File: src/rtl/booth_psum_accum_pkg.sv
// Shared constants and types for the Booth partial-sum accumulator.
package booth_pkg;

    localparam int PS_W   = 13;
    localparam int PROD_W = 16;
    localparam int NUM_PS = 4;

    typedef logic signed [PS_W-1:0]   psum_t;
    typedef logic signed [PROD_W-1:0] prod_t;

    // Sign-extend a partial sum to the product width before any shifting.
    function automatic prod_t sext_ps(input psum_t p);
        return {{(PROD_W-PS_W){p[PS_W-1]}}, p};
    endfunction

endpackage

File: src/rtl/booth_psum_accum_if.sv
// Handshake bus between the Booth decoder, the accumulator and its consumer.
interface booth_psum_accum_if;
    import booth_pkg::*;

    logic  in_valid;
    logic  in_ready;
    psum_t ps0;
    psum_t ps1;
    psum_t ps2;
    psum_t ps3;
    logic  out_valid;
    logic  out_ready;
    prod_t product;

    // Environment side: produces partial sums and consumes products.
    modport master (
        output in_valid, ps0, ps1, ps2, ps3, out_ready,
        input  in_ready, out_valid, product
    );

    // Accumulator side.
    modport slave (
        input  in_valid, ps0, ps1, ps2, ps3, out_ready,
        output in_ready, out_valid, product
    );
endinterface

File: src/rtl/booth_psum_accum_pipe_slot.sv
// Generic single-entry valid/ready register slot. Accepts whenever it is empty
// or its content leaves in the same cycle, giving full throughput.
module booth_pipe_slot #(
    parameter int W = 16
) (
    input  logic         clk,
    input  logic         rst_n,
    input  logic         in_valid,
    input  logic [W-1:0] in_data,
    output logic         in_ready,
    output logic         out_valid,
    output logic [W-1:0] out_data,
    input  logic         out_ready
);
    logic         valid_reg;
    logic [W-1:0] data_reg;
    logic         load;

    assign load      = !valid_reg || out_ready;
    assign in_ready  = load;
    assign out_valid = valid_reg;
    assign out_data  = data_reg;

    // Occupancy: refreshed whenever the slot is free to load.
    always_ff @(posedge clk or negedge rst_n) begin
        if (!rst_n)
            valid_reg <= 1'b0;
        else if (load)
            valid_reg <= in_valid;
    end

    // Data is captured only on a real transfer so a stalled slot keeps its value.
    always_ff @(posedge clk or negedge rst_n) begin
        if (!rst_n)
            data_reg <= '0;
        else if (load && in_valid)
            data_reg <= in_data;
    end
endmodule

File: src/rtl/booth_psum_accum.sv
// Reduces four radix-4 Booth partial sums to a 16-bit product through a
// two-slot valid/ready pipeline (pair sums in slot A, final sum in slot B).
// Optional feature macro: BOOTH_PSUM_CNT_EN adds prod_cnt, a wrapping count of
// products accepted by the consumer.
module booth_psum_accum
    import booth_pkg::*;
(
    input  logic              clk,
    input  logic              rst_n,
    booth_psum_accum_if.slave bus
`ifdef BOOTH_PSUM_CNT_EN
    ,
    output logic [15:0]       prod_cnt
`endif
);
    psum_t ps_arr [NUM_PS];
    prod_t term   [NUM_PS];

    assign ps_arr[0] = bus.ps0;
    assign ps_arr[1] = bus.ps1;
    assign ps_arr[2] = bus.ps2;
    assign ps_arr[3] = bus.ps3;

    // Each partial sum is weighted by 4^i after sign extension; overflow wraps.
    generate
        for (genvar gi = 0; gi < NUM_PS; gi++) begin : g_term
            assign term[gi] = sext_ps(ps_arr[gi]) <<< (2 * gi);
        end
    endgenerate

    prod_t                lo;
    prod_t                hi;
    logic [2*PROD_W-1:0]  a_in_data;
    logic [2*PROD_W-1:0]  a_data;
    logic                 a_valid;
    logic                 b_in_ready;
    prod_t                b_in_data;
    logic                 b_valid;

    assign lo        = term[0] + term[1];
    assign hi        = term[2] + term[3];
    assign a_in_data = {hi, lo};
    assign b_in_data = prod_t'(a_data[2*PROD_W-1:PROD_W]) + prod_t'(a_data[PROD_W-1:0]);

    booth_pipe_slot #(.W(2 * PROD_W)) u_slot_a (
        .clk       (clk),
        .rst_n     (rst_n),
        .in_valid  (bus.in_valid),
        .in_data   (a_in_data),
        .in_ready  (bus.in_ready),
        .out_valid (a_valid),
        .out_data  (a_data),
        .out_ready (b_in_ready)
    );

    booth_pipe_slot #(.W(PROD_W)) u_slot_b (
        .clk       (clk),
        .rst_n     (rst_n),
        .in_valid  (a_valid),
        .in_data   (b_in_data),
        .in_ready  (b_in_ready),
        .out_valid (b_valid),
        .out_data  (bus.product),
        .out_ready (bus.out_ready)
    );

    assign bus.out_valid = b_valid;

`ifdef BOOTH_PSUM_CNT_EN
    logic [15:0] cnt_reg;

    // Count every product the consumer takes; natural 16-bit wrap.
    always_ff @(posedge clk or negedge rst_n) begin
        if (!rst_n)
            cnt_reg <= 16'h0000;
        else if (b_valid && bus.out_ready)
            cnt_reg <= cnt_reg + 16'h0001;
    end

    assign prod_cnt = cnt_reg;
`endif
endmodule

File: src/flat_wrapper.sv
// flat-port wrapper written by rule: the top's interface ports become plain ports
module booth_psum_accum_flat import booth_pkg::*;
  (clk, rst_n, bus_in_valid, bus_ps0, bus_ps1, bus_ps2, bus_ps3, bus_out_ready, bus_in_ready, bus_out_valid, bus_product);
  booth_psum_accum_if bus_i ();
  input  logic clk;
  input  logic rst_n;
  input wire logic [$bits(bus_i.in_valid)-1:0] bus_in_valid;
  input wire logic [$bits(bus_i.ps0)-1:0] bus_ps0;
  input wire logic [$bits(bus_i.ps1)-1:0] bus_ps1;
  input wire logic [$bits(bus_i.ps2)-1:0] bus_ps2;
  input wire logic [$bits(bus_i.ps3)-1:0] bus_ps3;
  input wire logic [$bits(bus_i.out_ready)-1:0] bus_out_ready;
  output wire logic [$bits(bus_i.in_ready)-1:0] bus_in_ready;
  output wire logic [$bits(bus_i.out_valid)-1:0] bus_out_valid;
  output wire logic [$bits(bus_i.product)-1:0] bus_product;
  assign bus_i.in_valid = bus_in_valid;
  assign bus_i.ps0 = bus_ps0;
  assign bus_i.ps1 = bus_ps1;
  assign bus_i.ps2 = bus_ps2;
  assign bus_i.ps3 = bus_ps3;
  assign bus_i.out_ready = bus_out_ready;
  assign bus_in_ready = bus_i.in_ready;
  assign bus_out_valid = bus_i.out_valid;
  assign bus_product = bus_i.product;
  booth_psum_accum u_core (.clk(clk), .rst_n(rst_n), .bus(bus_i));
endmodule
File: config.mk
export PLATFORM = sky130hd
export DESIGN_NAME = booth_psum_accum_flat
export DESIGN_NICKNAME = d
export VERILOG_FILES = /design/src/rtl/booth_psum_accum_pkg.sv /design/src/rtl/booth_psum_accum_if.sv /design/src/rtl/booth_psum_accum_pipe_slot.sv /design/src/rtl/booth_psum_accum.sv /design/src/flat_wrapper.sv
export SDC_FILE = /design/constraint.sdc
export NUM_CORES = 1
export LEC_CHECK = 0
export CAP_MARGIN = 20
export CORE_ASPECT_RATIO = 1.1
export CORE_UTILIZATION = 23
export CTS_BUF_LIST = sky130_fd_sc_hd__clkbuf_16
export CTS_CLUSTER_DIAMETER = 120
export DETAILED_ROUTE_END_ITERATION = 10
export PLACE_DENSITY_LB_ADDON = 0.25
export SYNTH_ARGS = -nofsm -noshare
export SYNTH_HDL_FRONTEND = slang
export SYNTH_SLANG_ARGS = --single-unit
export TNS_END_PERCENT = 20
File: constraint.sdc
create_clock -name clk -period 5.1 [get_ports clk]
set_input_delay 0.765 -clock clk [delete_from_list [all_inputs] [get_ports clk]]
set_output_delay 0.765 -clock clk [all_outputs]
set_load 0.01 [all_outputs]
**Run 1: register map, names as in the netlist**

The bar under the picture is 20 um long. Other sequential cells in the stronger grey, the rest of the logic in the fainter grey.
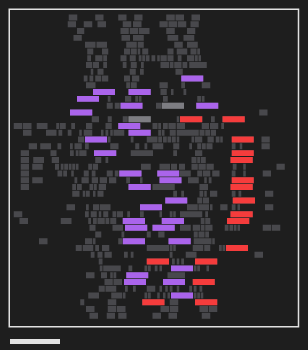
- purple: u_core.u_slot_a.out_data (sequential cells 28)
- red: u_core.u_slot_b.out_data (sequential cells 16)
- not coloured: 2

**Run 1: cell density map**

12 x 13 tiles, from white (low) to dark blue (high), 0 to 100% covered.
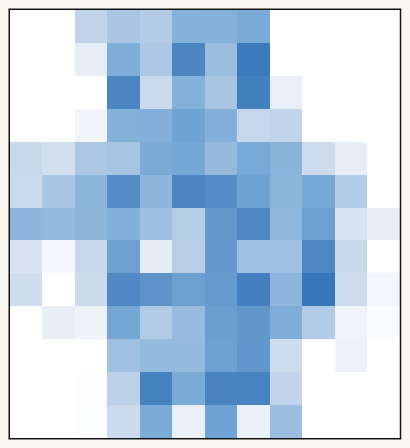
- emptiest ninth of the die: upper right
- nearly empty tiles: 29%
- mean over tiles: 28%
- fullest tile: 72%

**Run 1: pin map**

The bar under the picture is 20 um long. Pins as bars across the die edge, other pins in grey.
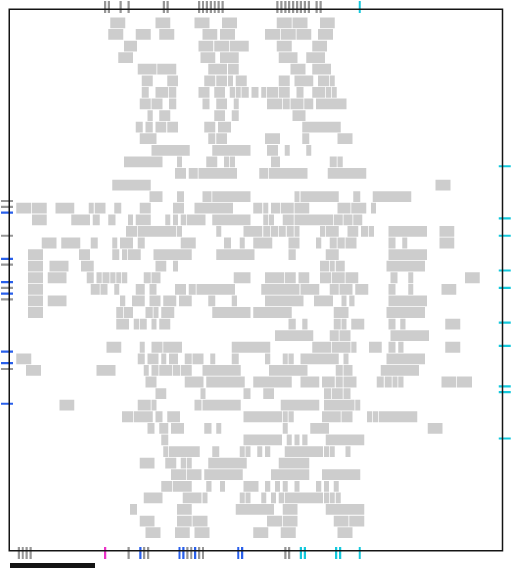
- blue: bus_ps0 (pins 13; direction input; edge 7 left, 6 bottom)
- cyan: bus_product (pins 16; direction output; edge 10 right, 5 bottom, 1 top)
- magenta: clk (pins 1; direction input; edge bottom)

==> reports/summary.log, run 1 <==
INFO  run_status     run_status=complete, no violations
INFO  yosys          syn_avg_cell_area=8.73um^2
INFO  setup_path     worstPathRequired=4.34ns
INFO  layout         layout_top_cell=nand2_1
INFO  setup_path     worst_path_dominant_cell_family=buffers and inverters
INFO  cts            cts-root-buf=clkbuf_16
INFO  yosys          synth.logic.top_family=simple AND/OR/NAND/NOR gates
INFO  layout         fin_nets=533
INFO  yosys          mappedNetlistNets=465
INFO  yosys          ys_chip_area=3260um^2
INFO  yosys          synth.top_cell.area_share=35.4%
INFO  layout         fillerInstances=1492
INFO  cts            ctsHtreeMaxLevel=2
INFO  cts            cts.path.max_buffers=2
INFO  routing        avgViaCountPerCell=4.54
INFO  setup_path     timing.critical_path.buf_inv=2
INFO  yosys          synth_seq_share=35.4%
INFO  setup_path     critical_path_peak_fanout=5
INFO  layout         area_growth_syn_to_layout=32.1%
INFO  sta            final.min_clock_period=2.87ns
INFO  yosys          syn-cell-area=3260um^2
INFO  cts            cts_setup_buffers=0
-- run 1: final cells by class --
| cell class | instances | area share [%] |
|---|---|---|
| clock inverters | 3 | 0.291 |
| multi-input cells | 306 | 47.0 |
| flip-flops and latches | 46 | 26.8 |
| well taps | 188 | 5.47 |
| repair buffers | 71 | 16.6 |
| inverters | 11 | 0.960 |
| clock buffers | 5 | 2.91 |
-- run 1: cell families (layout without fill, tap and decap cells) --
group,count (synthesis),after routing
AOI/OAI and AO/OA,104,104
xor gates and xnor gates,17,17
adders and majority gates,36,36
buffers and inverters,21,90
DFF,46,46
muxes,3,3
and+or+nand+nor,146,146
-- run 1: power breakdown --
part           internal (mW)  total (mW)  switching [mW]
Combinational          0.316       0.633           0.317
Sequential             0.462       0.524          0.0616
Clock                  0.177       0.305           0.128
-- run 1: per-stage QoR --
step,worst slack [ns],area [um^2]
global route,2.19,4300
CTS,2.25,4280
detailed placement,2.12,4140
floorplan,2.81,3260
global placement,2.13,4140
finish,2.23,4300
-- run 1: sequential cells by signal, indices dropped and copies added, names as in the netlist --
| register | flops |
|---|---|
| u_core.u_slot_a.out_data | 28 |
| u_core.u_slot_a.out_valid | 1 |
| u_core.u_slot_b.out_valid | 1 |
| u_core.u_slot_b.out_data | 16 |
-- run 1: worst reg2reg max path, delay by kind of cell (launching register included) --
kind             cells  cell delay (ns)
DFF                  1             0.41
and+or+nand+nor      5             1.53
-- run 1: synth_stat cells (all sizes together) (3+ instances only) --
| master | count |
|---|---|
| nand2 | 75 |
| dfrtp | 46 |
| ha | 33 |
| o21ai | 30 |
| a21oi | 18 |
| nor2 | 18 |
| xor2 | 12 |
| inv | 11 |
| nand3 | 10 |
| a211oi | 9 |
| a21o | 8 |
| clkbuf | 8 |
| o21a | 8 |
| nor3 | 7 |
| o211ai | 7 |
| nor3b | 5 |
| xnor2 | 5 |
| and3 | 4 |
| nand3b | 4 |
| nor2b | 4 |
| o31ai | 4 |
| or4 | 4 |
| a41oi | 3 |
| fa | 3 |
| nand2b | 3 |
| or3 | 3 |
-- run 1: per-layer routing --
layer | vias to the layer above | routed length (um) | global-route usage, %
li1 | 1490 | - | -
met1 | 1327 | 3650 | 13.9
met2 | 37 | 3900 | 19.0
met3 | 7 | 225 | 1.48
met4 | 0 | 90 | 3.44
met5 | - | 0 | 0
-- run 1: worst max-delay path by stage --
stage                                         to          start  slack [ns]  cells after the start
floorplan           u_core.u_slot_a.out_data[14]     bus_ps1[0]        2.81                      8
global placement    u_core.u_slot_a.out_data[14]     bus_ps1[0]        2.13                      9
detailed placement  u_core.u_slot_a.out_data[14]     bus_ps1[0]        2.12                      9
CTS                                 bus_in_ready  bus_out_ready        2.25                      3
global route        u_core.u_slot_a.out_data[14]     bus_ps1[0]        2.19                      9
finish                              bus_in_ready  bus_out_ready        2.23                      3
**Run 1: placement view**

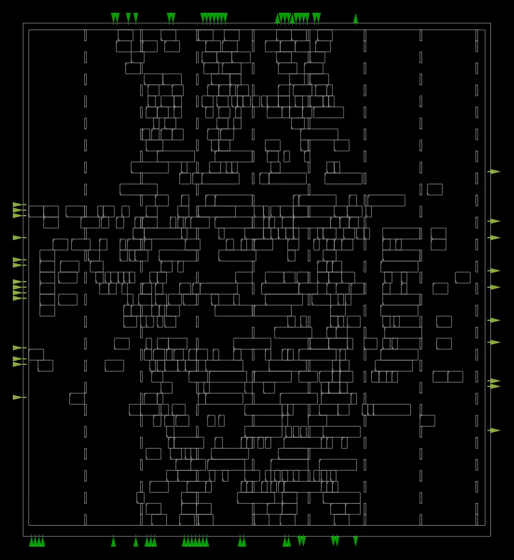

--- run 2 (diff from run 1) ---
==> constraint.sdc (replaced) <==
create_clock -name clk -period 2.3 [get_ports clk]
set_input_delay 0.345 -clock clk [delete_from_list [all_inputs] [get_ports clk]]
set_output_delay 0.345 -clock clk [all_outputs]
set_load 0.01 [all_outputs]
**Run 2: placement view**

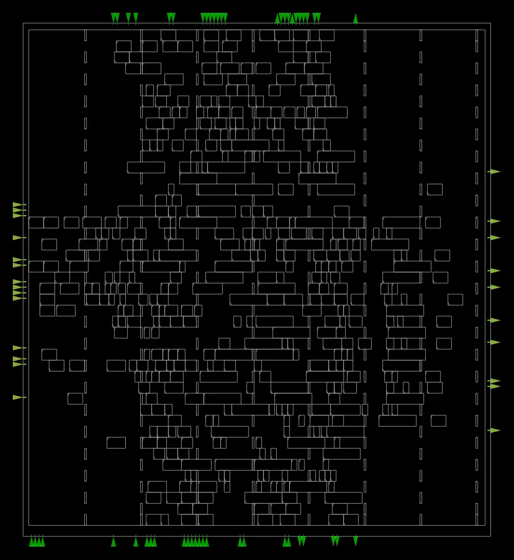
std cell rows: 45
number of standard cells in the layout, taps in and fillers out: 648

**Run 2: drive-strength map**

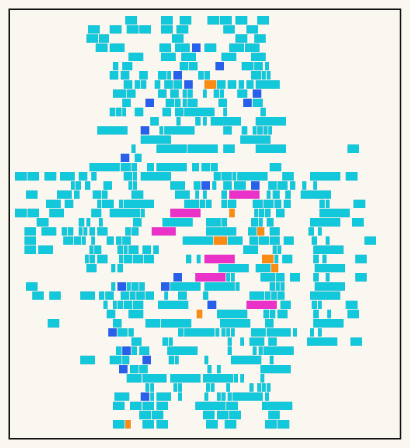
- blue: _3 and _4 cells (cells 20; most used buf_4)
- magenta: _6 and larger (cells 6; most used clkbuf_16)
- cyan: _0 and _1 cells (cells 426; most used nand2_1)
- orange: _2 cells (cells 8)

==> reports/summary.log, run 2 <==
INFO  place          placed_cell_area=4310um^2 [was 4140 um^2]
INFO  cts            cts_inserted_buffers=5 [unchanged]
INFO  grt            grt.overflow.total=0 [unchanged]
INFO  yosys          postSynthRegisterBits=46 [unchanged]
INFO  cts            worst_skew_pair_latency=0.28ns [about the same]
INFO  die            chipWidth=115um [unchanged]
INFO  yosys          synth.logic.top_family=simple AND/OR/NAND/NOR gates [unchanged]
INFO  sta            max_slew.worst_pin.slew=0.522ns [was 0.774 ns]
INFO  yosys          synth.top_cell.area_share=35.4% [unchanged]
INFO  layout         area_growth_syn_to_layout=36.4% [was 32.1%]
INFO  layout         layout_top_cell=nand2_1 [unchanged]
INFO  yosys          ys_chip_area=3260um^2 [unchanged]
INFO  grt            grt_start_max_net_pins=27 [was 47]
INFO  flow_run       max_cap_viol_count=0 [unchanged]
INFO  setup_path     worstPathRequired=2.45ns [was 4.34 ns]
INFO  yosys          syn-cell-area=3260um^2 [unchanged]
INFO  sta            min_period_over_period=92.0%
INFO  place          final_wtd_congestion=0.791 [was 0.806]
INFO  yosys          common_cells=nand2_1, dfrtp_1, ha_1 [unchanged]
INFO  yosys          synth_seq_share=35.4% [unchanged]
INFO  yosys          synth.most_common_cell=nand2_1 [unchanged]
INFO  layout         design_area=4440um^2 [was 4300 um^2]
INFO  cts            tritoncts_num_sinks=46 [unchanged]
INFO  grt            grt_pass1_wl=13.6mm [was 12.7 mm]
INFO  setup_path     startpoint=bus_ps1[0] [was bus_out_ready]
INFO  sta            final.min_clock_period=2.12ns
INFO  layout         fin_nets=552 [was 533]
INFO  cts            cts_hold_buf=0 [unchanged]
INFO  yosys          synth_compound_gate_area_share=21.0% [unchanged]
INFO  yosys          synth_xor_xnor_area_share=4.57% [unchanged]
INFO  routing        drtPass1Iterations=6 [unchanged]
INFO  setup_path     critical_path_peak_fanout=3 [was 5]
INFO  yosys          syn_avg_cell_area=8.73um^2 [unchanged]
INFO  run_status     run_status=complete, no violations [unchanged]
INFO  yosys          ranking_of_synthesized_cells_by_area=dfrtp_1, ha_1, nand2_1 [unchanged]
INFO  yosys          mappedNetlistNets=465 [unchanged]
INFO  die            core_area=13800um^2 [unchanged]
INFO  cts            cts-root-buf=clkbuf_16 [unchanged]
INFO  sta            slew_headroom=65.2% [was 48.3%]
INFO  layout         lay_top_cells=nand2_1, clkdlybuf4s50_1, dfrtp_1 [unchanged]
INFO  routing        avgViaCountPerCell=4.53 [was 4.54]
INFO  grt            grt_util_overall=11.5% [was 10.9%]
INFO  layout         number_of_flip_flops_under_the_largest_register_name=28 [unchanged]
INFO  cts            ctsHtreeMaxLevel=2 [unchanged]
INFO  cts            cts.path.max_buffers=2 [unchanged]
INFO  layout         fillerInstances=1468 [was 1492]
INFO  yosys          mux_share=0.961% [unchanged]
[run 2: final cells by class]
| cell class | count | share of cell area, % |
|---|---|---|
| inverters | 11 | 0.930 |
| well taps | 188 | 5.30 |
| multi-input cells | 306 | 45.5 |
| repair buffers | 90 | 19.3 |
| clock buffers | 5 | 2.82 |
| flip-flops and latches | 46 | 25.9 |
| clock inverters | 2 | 0.225 |
[run 2: worst max path at each step]
| stage | slack (ns) | cells past startpoint | endpoint |
|---|---|---|---|
| 5_1_grt | 0.04 | 9 | u_core.u_slot_a.out_data[14] |
| 3_3_place_gp | -0.12 | 9 | u_core.u_slot_a.out_data[14] |
| 3_5_place_dp | -0.19 | 9 | u_core.u_slot_a.out_data[10] |
| 4_1_cts | 0.09 | 9 | u_core.u_slot_a.out_data[10] |
| 6_report | 0.18 | 9 | u_core.u_slot_a.out_data[14] |
| 2_1_floorplan | 0.43 | 8 | u_core.u_slot_a.out_data[14] |
[run 2: metrics by stage]
stage	hold WS [ns]	setup TNS (ns)	power (mW)	util, %	setup WS (ns)
after floorplan	0.0494	0	2.02	-	0.430
after global placement	0.356	-0.308	2.62	31.2	-0.115
after detailed placement	0.362	-0.500	2.64	31.2	-0.193
after CTS	0.0623	0	3.33	32.2	0.0913
after global routing	0.0654	0	3.56	32.2	0.0388
final	0.0395	0	3.28	32.2	0.184
[run 2: per-layer routing]
| layer | global-route usage (%) | vias to the layer above | routed length, um |
|---|---|---|---|
| met5 | 0 | - | 0 |
| met1 | 14.3 | 1362 | 3640 |
| met3 | 1.86 | 6 | 269 |
| li1 | - | 1521 | - |
| met2 | 20.4 | 45 | 3940 |
| met4 | 3.21 | 0 | 90 |
[run 2: cell families (layout without fill, tap and decap cells)]
group	after synthesis	after routing
AND/OR/NAND/NOR	146	146
AND-OR/OR-AND	104	104
flip-flops	46	46
adder cells (fa/ha/maj)	36	36
buffers and inverters	21	108
XOR/XNOR	17	17
multiplexers	3	3
[run 2: report_power, final]
group          switching, mW  internal, mW
clock network          0.283         0.392
logic                  0.714         0.735
registers              0.134          1.02
total                   1.13          2.15
[run 2: what timing repair did]
item,CTS,global route
endpoints found under the setup margin,0,2
setup buffers,0,0
gates resized,0,2
[run 2: worst max-delay path, stage by stage]
cell	delay, ns
clkdlybuf4s50_1	0.46
ha_1	0.16
inv_1	0.05
fa_1	0.38
nor2b_1	0.16
o31a_1	0.19
o21ai_0	0.14
o311ai_1	0.27
nand3_1	0.11
Power is estimated from default activity; no workload was simulated.
